===== src/rtl/if_fetch_stage_pkg.sv =====
// Shared types and constants for the instruction-fetch front end.
// Latency: n/a (declarations only).
// Backpressure: n/a.
package if_fetch_stage_pkg;

    // Fetch FSM encoding
    typedef enum logic [1:0] {
        ST_REQ    = 2'd0,   // request on the bus, waiting for addr_ok
        ST_WAIT   = 2'd1,   // request accepted, waiting for data_ok
        ST_FULL   = 2'd2,   // buffer holds an instruction, bus idle
        ST_CANCEL = 2'd3    // flushed request still in flight, data dropped
    } fetch_state_t;

    localparam logic [31:0] FETCH_RESET_PC  = 32'hBFC0_0000;
    localparam logic [31:0] FETCH_EXC_ENTRY = 32'hBFC0_0380;

    // Word-aligned fetch addresses only
    function automatic logic pc_misaligned(input logic [31:0] pc);
        return pc[1:0] != 2'b00;
    endfunction

endpackage


===== src/rtl/if_fetch_stage_fetch_buf.sv =====
// One-entry holding buffer for the fetched instruction handed to IF/ID.
// Latency: loaded value visible the cycle after load.
// Backpressure: holds its contents until the owner pulses clear.
module fetch_buf
    import if_fetch_stage_pkg::*;
#(
    parameter logic [31:0] RESET_PC = FETCH_RESET_PC
) (
    input  logic        clk,
    input  logic        rst,
    input  logic        load,
    input  logic        clear,
    input  logic [31:0] load_pc,
    input  logic [31:0] load_instr,
    input  logic        load_adel,
    output logic        if_valid,
    output logic [31:0] if_pc,
    output logic [31:0] if_instr,
    output logic        if_adel
);

    // Slot register: clear wins over load, pc/instr keep their last value on clear
    always_ff @(posedge clk) begin
        if (rst) begin
            if_valid <= 1'b0;
            if_pc    <= RESET_PC;
            if_instr <= 32'h0;
            if_adel  <= 1'b0;
        end else if (clear) begin
            if_valid <= 1'b0;
            if_adel  <= 1'b0;
        end else if (load) begin
            if_valid <= 1'b1;
            if_pc    <= load_pc;
            if_instr <= load_instr;
            if_adel  <= load_adel;
        end
    end

endmodule


===== src/rtl/if_fetch_stage.sv =====
// PC register + instruction fetch FSM driving an SRAM-like req/addr_ok/data_ok bus.
// Latency: req->addr_ok->data_ok, then instruction valid to ID one cycle later.
// Backpressure: one request in flight; buffered instruction held until PCWr. Optional: IF_ADEL_CHECK_EN.
module if_fetch_stage
    import if_fetch_stage_pkg::*;
#(
    parameter logic [31:0] RESET_PC = FETCH_RESET_PC
) (
    input  logic        clk,
    input  logic        rst,
    input  logic [31:0] NPC,
    input  logic        PCWr,
    input  logic        IF_Flush,
    output logic        inst_req,
    output logic [31:0] inst_addr,
    input  logic        inst_addr_ok,
    input  logic        inst_data_ok,
    input  logic [31:0] inst_rdata,
    output logic [31:0] PC,
    output logic        if_valid,
    output logic [31:0] if_pc,
    output logic [31:0] if_instr,
    output logic        fetch_stall,
    output logic        if_adel
);

    fetch_state_t state, state_nxt;
    logic         pc_ok;
    logic         req_fire;
    logic         pc_ld;
    logic         buf_load;
    logic         buf_clear;
    logic         buf_adel;
    logic [31:0]  buf_instr;

`ifdef IF_ADEL_CHECK_EN
    // A misaligned PC never reaches the bus; it becomes an exception slot instead
    assign pc_ok = !pc_misaligned(PC);
`else
    assign pc_ok = 1'b1;
`endif

    assign inst_req    = !rst && (state == ST_REQ) && pc_ok;
    assign inst_addr   = PC;
    assign req_fire    = inst_req && inst_addr_ok;
    assign fetch_stall = !if_valid;

    // State and PC registers
    always_ff @(posedge clk) begin
        if (rst) begin
            state <= ST_REQ;
            PC    <= RESET_PC;
        end else begin
            state <= state_nxt;
            if (pc_ld) begin
                PC <= NPC;
            end
        end
    end

    // Next-state and buffer/PC controls; flush overrides every other transition
    always_comb begin
        state_nxt = state;
        pc_ld     = 1'b0;
        buf_load  = 1'b0;
        buf_clear = 1'b0;
        buf_adel  = 1'b0;
        buf_instr = inst_rdata;
        if (IF_Flush) begin
            pc_ld     = 1'b1;
            buf_clear = 1'b1;
            case (state)
                ST_REQ:    state_nxt = req_fire ? ST_CANCEL : ST_REQ;
                ST_WAIT,
                ST_CANCEL: state_nxt = inst_data_ok ? ST_REQ : ST_CANCEL;
                default:   state_nxt = ST_REQ;
            endcase
        end else begin
            case (state)
                ST_REQ: begin
                    if (!pc_ok) begin
                        buf_load  = 1'b1;
                        buf_adel  = 1'b1;
                        buf_instr = 32'h0;
                        state_nxt = ST_FULL;
                    end else if (req_fire) begin
                        state_nxt = ST_WAIT;
                    end
                end
                ST_WAIT: begin
                    if (inst_data_ok) begin
                        buf_load  = 1'b1;
                        state_nxt = ST_FULL;
                    end
                end
                ST_FULL: begin
                    if (PCWr) begin
                        pc_ld     = 1'b1;
                        buf_clear = 1'b1;
                        state_nxt = ST_REQ;
                    end
                end
                ST_CANCEL: begin
                    if (inst_data_ok) begin
                        state_nxt = ST_REQ;
                    end
                end
                default: state_nxt = ST_REQ;
            endcase
        end
    end

    fetch_buf #(
        .RESET_PC (RESET_PC)
    ) u_fetch_buf (
        .clk        (clk),
        .rst        (rst),
        .load       (buf_load),
        .clear      (buf_clear),
        .load_pc    (PC),
        .load_instr (buf_instr),
        .load_adel  (buf_adel),
        .if_valid   (if_valid),
        .if_pc      (if_pc),
        .if_instr   (if_instr),
        .if_adel    (if_adel)
    );

endmodule


===== config.mk =====
export PLATFORM = sky130hd
export DESIGN_NAME = if_fetch_stage
export DESIGN_NICKNAME = d
export VERILOG_FILES = /design/src/rtl/if_fetch_stage_pkg.sv /design/src/rtl/if_fetch_stage_fetch_buf.sv /design/src/rtl/if_fetch_stage.sv
export SDC_FILE = /design/constraint.sdc
export NUM_CORES = 1
export LEC_CHECK = 0
export CAP_MARGIN = 15
export CORE_MARGIN = 2
export CORE_UTILIZATION = 30
export CTS_CLUSTER_DIAMETER = 200
export DETAILED_ROUTE_END_ITERATION = 6
export GPL_TIMING_DRIVEN = 1
export HOLD_SLACK_MARGIN = 0.08
export RECOVER_POWER = 100
export SLEW_MARGIN = 40
export SYNTH_ARGS = -nofsm -noshare
export SYNTH_HDL_FRONTEND = slang
export SYNTH_HIERARCHICAL = 1
export SYNTH_SLANG_ARGS = --single-unit

===== constraint.sdc =====
create_clock -name clk -period 3.8 [get_ports clk]
set_clock_uncertainty 0.2 [all_clocks]
set_input_delay 0.38 -clock clk [delete_from_list [all_inputs] [get_ports clk]]
set_output_delay 0.38 -clock clk [all_outputs]
set_load 0.005 [all_outputs]

**Run 1: placement density heat map**

(3 px per µm) 13 x 13 tiles, from white (low) to dark blue (high), 0 to 100% covered.
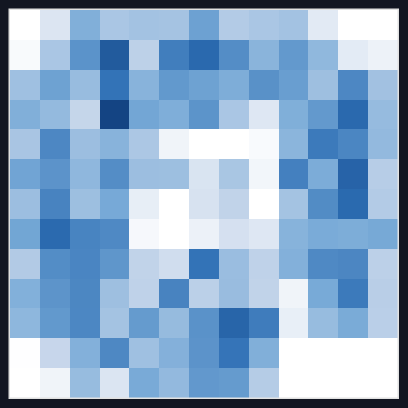
fullest tile	92%
nearly empty tiles	11%
tiles over 75% full	4.7%
emptiest ninth of the die	centre
mean over tiles	40%

**Run 1: the metal 3 layer**

(4 px per µm)
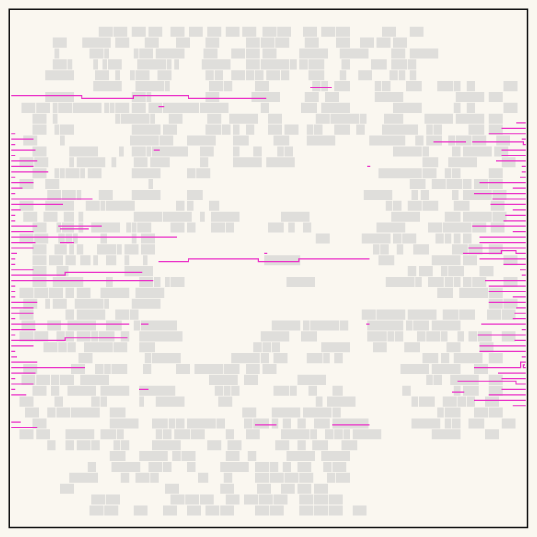
nets with wire on the layer	113
longest straight run	41.2 µm
wire length on this layer	905 µm
main direction	horizontal

==> summary.txt, run 1 <==
flow finished, numbers: cell total in the yosys stat output=485, most used standard cell by instance count after synthesis=nand2b_1, Worst IR Drop VDD=244.0 µV, sequential group share of total power=0.453, count of input and output buffers=roughly 200, relative max-transition margin=-0.4086, wire length of the first global-routing pass=19.09 mm, Power Total=2452 µW, buffers outside the clock class=about 210, tap cell count=211, final hold viol count=0, FF+latch count, synth=100, total power per unit cell area=356.3 mW/mm², maximum number of pins on one net before global-route repair=approximately 84, kind of start point of the critical path=input port, worst-margin pin slew=2.113 ns, DRC violation count after routing=0, drt total wl=12.15 mm, reg2reg setup slack=1.43 ns, synth unique cells=24, heaviest power group=registers, highest-count cells in the layout ignoring fill and taps=dlygate4sd3_1 (133), nand2b_1 (101), dfxtp_1 (100), clkdlybuf4s50_1 (67), Setup crit end kind=flip-flop, DP Worst Slack=roughly 1.2 ns, multi-input gate area in the final layout=0.002208 mm², path category of the worst min-delay check=flip-flop to flip-flop, WL/cell=14.40 µm, count of inserted antenna diode cells=0, proportion of cell area occupied by registers=0.2909, Initial DRT Pass Iterations=4, most used logic cell in the final layout=dlygate4sd3_1, logic gate fraction of the total cell area=0.3209, total number of sequential cells=100, Pre-Place Util=0.3082, startpoint of the tightest hold check path=u_fetch_buf/if_pc[21], Critical Path Sink=u_fetch_buf/if_instr[29], Worst Hold Depth=2, Detail Placement HPWL=8.062 mm, yosys synthesis chip area=~0.0047 mm², async set-or-reset flop fraction in the synthesized netlist=0, violations in the final reports=capacitance limit, slew limit, simple-gate share of the synthesized area=0.3081, clock root buffer=clkbuf_16, routed via count=between 3000 and 4000, total die area=0.01669 mm², area fraction of clock buffers and clock inverters=0.04909, max-slew violation total from the final report=around 65, source of the worst register-to-register timing path=state[1], power in sequential cells=around 1100 µW, count of filler cells inserted in the layout=1441, clock group share of total power=0.414, top area contributor share=0.4258, max-capacitance violation count=1, cell count after synthesis=485, routing layer with the top usage in global route=met2, P_sw=533.8 µW, crit path DAT=~2.7 ns, Post-synth top cells=nand2b_1 (101), dfxtp_1 (100), nand4bb_1 (55), mux2i_1 (42), nor2_1 (41), status=finished, violations left, met2 routing resource usage after global routing=0.2189, antenna-violating nets left=0, Synthesis Warnings=6, tool warnings=26, share of total power consumed by net switching=0.2177, Tot GR Track Use=0.1444
**Run 1: clock wiring as the flow saved it**

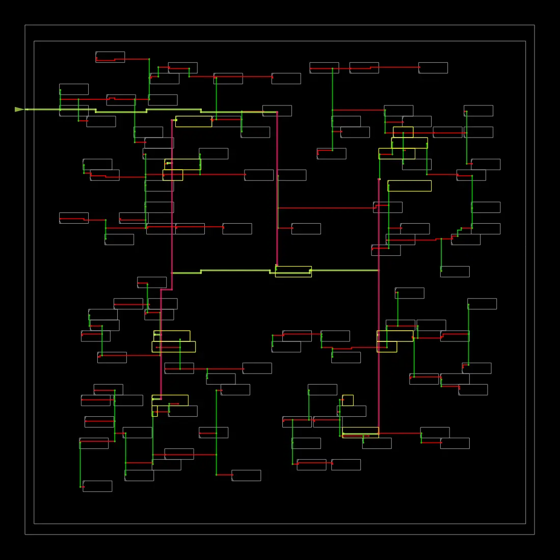
Clk power: 1020 µW
worst skew pair latency: 0.34 ns
Inserted Clock Buffers: 9
total of clock buffers placed in the layout: 13
clk sink count: 100

**Run 1: metal 1**

(2 px per µm) Supply wires on this layer in grey.
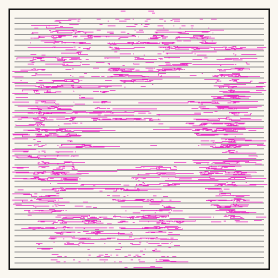
nets with wire on the layer	613
main direction	horizontal
share of all routed wire	47%
longest straight run	37.7 µm
wire length on this layer	5670 µm

-- run 1: sequential cells by signal, indices dropped and copies added, names as in the netlist --
register / flops
u_fetch_buf/if_instr: 32
state: 2
PC: 32
u_fetch_buf/if_pc: 32
u_fetch_buf/if_adel: 1
u_fetch_buf/if_valid: 1
-- run 1: per-stage QoR --
| stage | hold slack [ns] | instances | cell area (µm²) |
|---|---|---|---|
| after global placement | 0.2513 | 828 | 6553 |
| after global routing | 0.2962 | 844 | 6882 |
| after CTS | 0.2691 | 844 | 6890 |
| after floorplan | 0.2580 | 485 | 4702 |
| after detailed placement | 0.2558 | 828 | 6553 |
| final | 0.2709 | 844 | 6882 |
-- run 1: critical path, cell delays in order --
cell and delay, ns:
buf_4 0.34, clkbuf_1 1.56, nand4bb_1 0.28, o21ai_0 0.12
==> run 2: changes to the inputs <==
==> constraint.sdc (replaced) <==
create_clock -name clk -period 2.6 [get_ports clk]
set_clock_uncertainty 0.2 [all_clocks]
set_input_delay 0.26 -clock clk [delete_from_list [all_inputs] [get_ports clk]]
set_output_delay 0.26 -clock clk [all_outputs]
set_load 0.005 [all_outputs]
==> summary.txt, run 2 <==
flow finished, numbers: heaviest power group=registers, maximum number of pins on one net before global-route repair=154, most used standard cell by instance count after synthesis=nand2b_1, status=completed, Hold Worst Slack=0.1576 ns, final standard cell count with taps included and fillers excluded=843, tap cell count=211, clk sink count=100, max-capacitance violation count=0, kind of start point of the critical path=input port, Pre-Place Util=0.3082, startpoint of the tightest hold check path=rst, worst-margin pin slew=1.141 ns, most used logic cell in the final layout=dlygate4sd3_1, DRC violation count after routing=0, top area contributor share=0.4258, final design area excluding fillers=~0.007 mm², simple-gate share of the synthesized area=0.3081, logic gate fraction of the total cell area=0.3210, Worst IR Drop VDD=between 300 and 400 µV, largest registers=PC x32, u_fetch_buf/if_instr x32, u_fetch_buf/if_pc x32, Synthesis Warnings=6, Worst Hold Depth=2, Worst path depth=4, DP Worst Slack=0.2710 ns, buffers outside the clock class=between 200 and 250, routing layer with the top usage in global route=met2, power in sequential cells=1620 µW, Post-synth top cells=nand2b_1 (101), dfxtp_1 (100), nand4bb_1 (55), mux2i_1 (42), nor2_1 (41), total power per unit cell area=509.2 mW/mm², source of the worst register-to-register timing path=state[0], share of total power consumed by net switching=0.2256, crit path DAT=2.23 ns, cell count after placement=828, wire length of the first global-routing pass=18.82 mm, final hold viol count=0, count of filler cells inserted in the layout=~1500, sequential group share of total power=0.464, maximum single-stage delay on the critical path=0.89 ns, worst skew pair latency=0.34 ns, yosys synthesis chip area=0.004702 mm², clock group share of total power=0.400, path category of the worst min-delay check=input port to flip-flop, clock root buffer=clkbuf_16, count of input and output buffers=201, cell breakdown of the critical path=dlygate4sd3_1 > a31oi_4 > clkbuf_2 > mux2i_1, FF+latch count, synth=about 100, Critical Path Sink=PC[0], relative max-transition margin=0.2390, routed via count=approximately 3800, async set-or-reset flop fraction in the synthesized netlist=0, count of buffer and inverter cells on the critical path=2, cell count after synthesis=485, cell at the slowest stage of the critical path=clkbuf_2
## run 2: netlist changes by cell type in the layout (fill, tap and decap cells not counted)
cell / before / now
buf_12: 1 / 3
clkbuf_2: 2 / 1
clkbuf_8: 3 / 0
o21ai_1: 1 / 0
o21ai_0: 55 / 56
clkinvlp_4: 1 / 0
clkbuf_1: 2 / 0
clkinv_2: 0 / 4
## run 2: logic make-up (layout without fill, tap and decap cells)
logic type             Yosys count  after routing
other                            1              1
multiplexers                    42             42
AND-OR/OR-AND                   59             59
buffers and inverters           78            225
flip-flops                     100            100
XOR/XNOR                         1              1
AND/OR/NAND/NOR                204            204
**Run 2: clock wiring as the flow saved it**

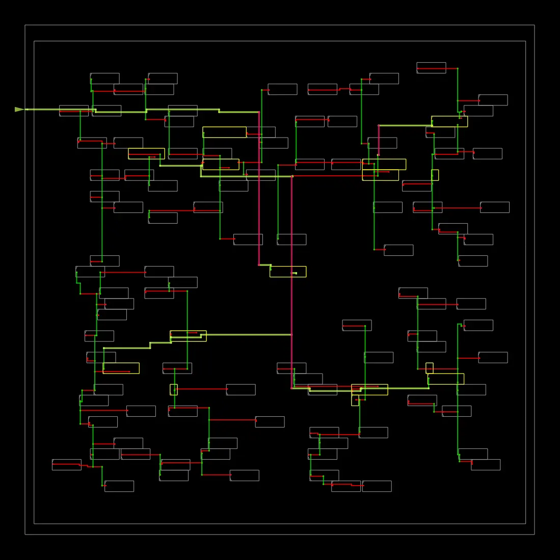
Clk power: 1400 µW
total number of sequential cells: 100
total of clock buffers placed in the layout: 9

**Run 2: placement density heat map**

(3 px per µm) 13 x 13 tiles, from white (low) to dark blue (high), 0 to 100% covered.
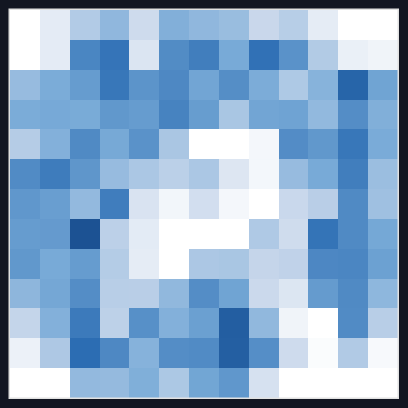
fullest tile	86%
mean over tiles	40%
tiles over 75% full	3.0%
nearly empty tiles	11%
emptiest ninth of the die	centre

**Run 2: metal 1**

(2 px per µm) Supply wires on this layer in grey.
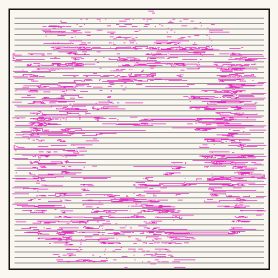
nets with wire on the layer	605
longest straight run	36.3 µm
main direction	horizontal
share of all routed wire	46%
wire length on this layer	5610 µm

==> run 3: changes to the inputs <==
==> constraint.sdc (replaced) <==
create_clock -name clk -period 1.8 [get_ports clk]
set_clock_uncertainty 0.2 [all_clocks]
set_input_delay 0.18 -clock clk [delete_from_list [all_inputs] [get_ports clk]]
set_output_delay 0.18 -clock clk [all_outputs]
set_load 0.005 [all_outputs]
==> summary.txt, run 3 <==
flow finished, numbers: path category of the worst min-delay check=input port to flip-flop, async set-or-reset flop fraction in the synthesized netlist=0, drt total wl=12.29 mm, final standard cell count with taps included and fillers excluded=849, max-capacitance violation count=0, maximum number of pins on one net before global-route repair=approximately 130, Mapped Avg Cell Area=roughly 9.7 µm², top area contributor share=0.4258, largest registers=PC x32, u_fetch_buf/if_instr x32, u_fetch_buf/if_pc x32, WL/cell=14.47 µm, final hold viol count=0, Setup crit end kind=output port, count of buffer and inverter cells on the critical path=1, Leading cell kind=logic gates, Via-to-Cell Ratio=4.490, routed via count=3812, final design area excluding fillers=0.006939 mm², TritonCTS clock tree=yes, status=completed, max-slew violation total from the final report=0, most used standard cell by instance count after synthesis=nand2b_1, count of filler cells inserted in the layout=1474, final layout net count=a little over 700, Initial DRT Pass Iterations=5, startpoint of the tightest hold check path=rst, Power Total=4974 µW, total die area=0.01669 mm², Inserted Clock Buffers=9, tool warnings=28, crit path DAT=~1.3 ns, highest-count cells in the layout ignoring fill and taps=dlygate4sd3_1 (123), nand2b_1 (101), dfxtp_1 (99), clkdlybuf4s50_1 (76), nand4bb_1 (55), Post-synth seq share=0.4258, cell at the slowest stage of the critical path=dlygate4sd3_1, kind of start point of the critical path=flip-flop, most used logic cell in the final layout=dlygate4sd3_1, Pre-Place Util=0.3082, Synthesis Warnings=6, post-layout worst setup margin=0.09715 ns, unrepaired setup endpoints after global routing=no, category of cells accounting for the largest share of critical-path delay=buffers and inverters, worst skew pair latency=between 0.3 and 0.4 ns, wire length of the first global-routing pass=19.16 mm, cell breakdown of the critical path=dlygate4sd3_1, clock root buffer=clkbuf_16, cell count after placement=835, ratio of cells with drive above 1 in the final layout=0.05172, logic gate fraction of the total cell area=0.3182, proportion of cell area occupied by registers=0.2887, Post-synth top cells=nand2b_1 (101), dfxtp_1 (100), nand4bb_1 (55), mux2i_1 (42), nor2_1 (41), Final setup violation count=0, tap cell count=211, total number of multi-input combinational cells=a little over 300, cell total in the yosys stat output=roughly 490, reg2reg setup slack=0.12 ns, Critical Path Sink=inst_addr[6], total number of sequential cells=100, Worst Hold Depth=3, Cell Area, Placed=0.006681 mm², Tot GR Track Use=0.1432, Hold Worst Slack=0.1490 ns, area fraction of clock buffers and clock inverters=0.04183, Worst IR Drop VDD=about 440 µV, clock-pin slew on the worst setup and hold paths=0.07 ns, buffers outside the clock class=214, antenna-violating nets left=0, yosys synthesis chip area=0.004702 mm², initial antenna violation count=0, clk sink count=100, count of inserted antenna diode cells=0, DRC violation count after routing=0, count of input and output buffers=201, synth unique cells=24, total power per unit cell area=716.8 mW/mm², Detail Placement HPWL=8.300 mm, cell count after synthesis=between 400 and 500, DP Worst Slack=-0.1998 ns, FF+latch count, synth=around 100, source of the worst register-to-register timing path=state[1], Worst path depth=1, maximum single-stage delay on the critical path=0.59 ns, cycle use final=0.9460, multi-input gate area in the final layout=~0.0022 mm²
## run 3: logic make-up (layout without fill, tap and decap cells)
logic type,Yosys count,count (layout),share of synthesized area
other cells,1,1,0.0007975
compound gates,59,59,0.06759
simple gates,204,204,0.3081
xor+xnor,1,1,0.001863
buf+inv,78,231,0.1064
mux,42,42,0.08941
flops,100,100,0.4258
## run 3: where the power goes
part	internal [µW]	switching, µW
logic	454	254
registers	2280	65.5
clock network	1100	819
## run 3: layer usage
layer	routed length, µm	vias to the layer above	part of all wire	GRT usage
met5	0	-	0	0
met4	91	0	0.0074	0.02877
met3	1104	6	0.090	0.05739
met2	5782	132	0.47	0.2368
met1	5308	1760	0.43	0.1771
li1	-	1914	-	-
**Run 3: clock wiring as the flow saved it**

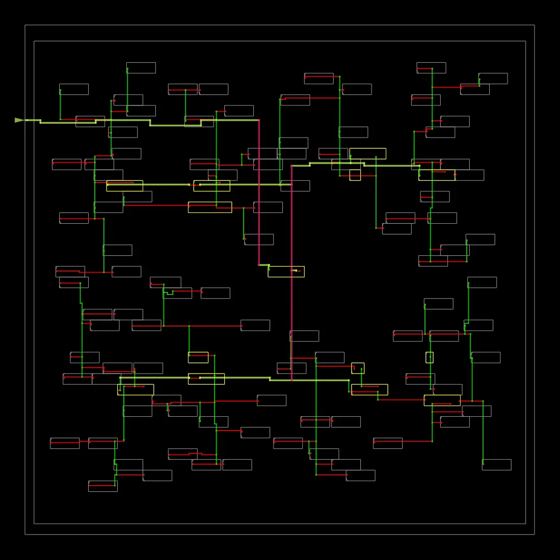
Clk power: 1920 µW
total of clock buffers placed in the layout: 10

**Run 3: clock wires, drivers and flops**

(3 px per µm)
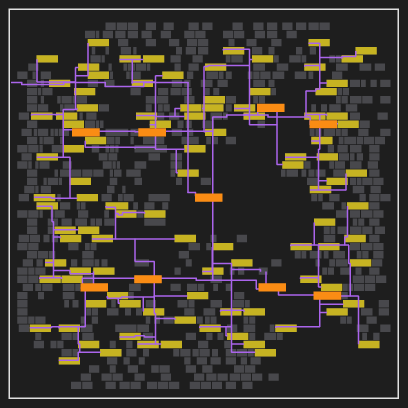
[orange] clock drivers | count: 9
[yellow] flip-flops | count: 100
[purple] clock wires | length: 1350 µm
flops lie	all over the die

**Run 3: metal 1**

(2 px per µm) Supply wires on this layer in grey.
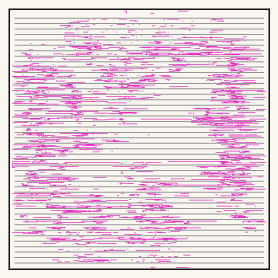
main direction	horizontal
wire length on this layer	5310 µm

Power is estimated from default activity; no workload was simulated.
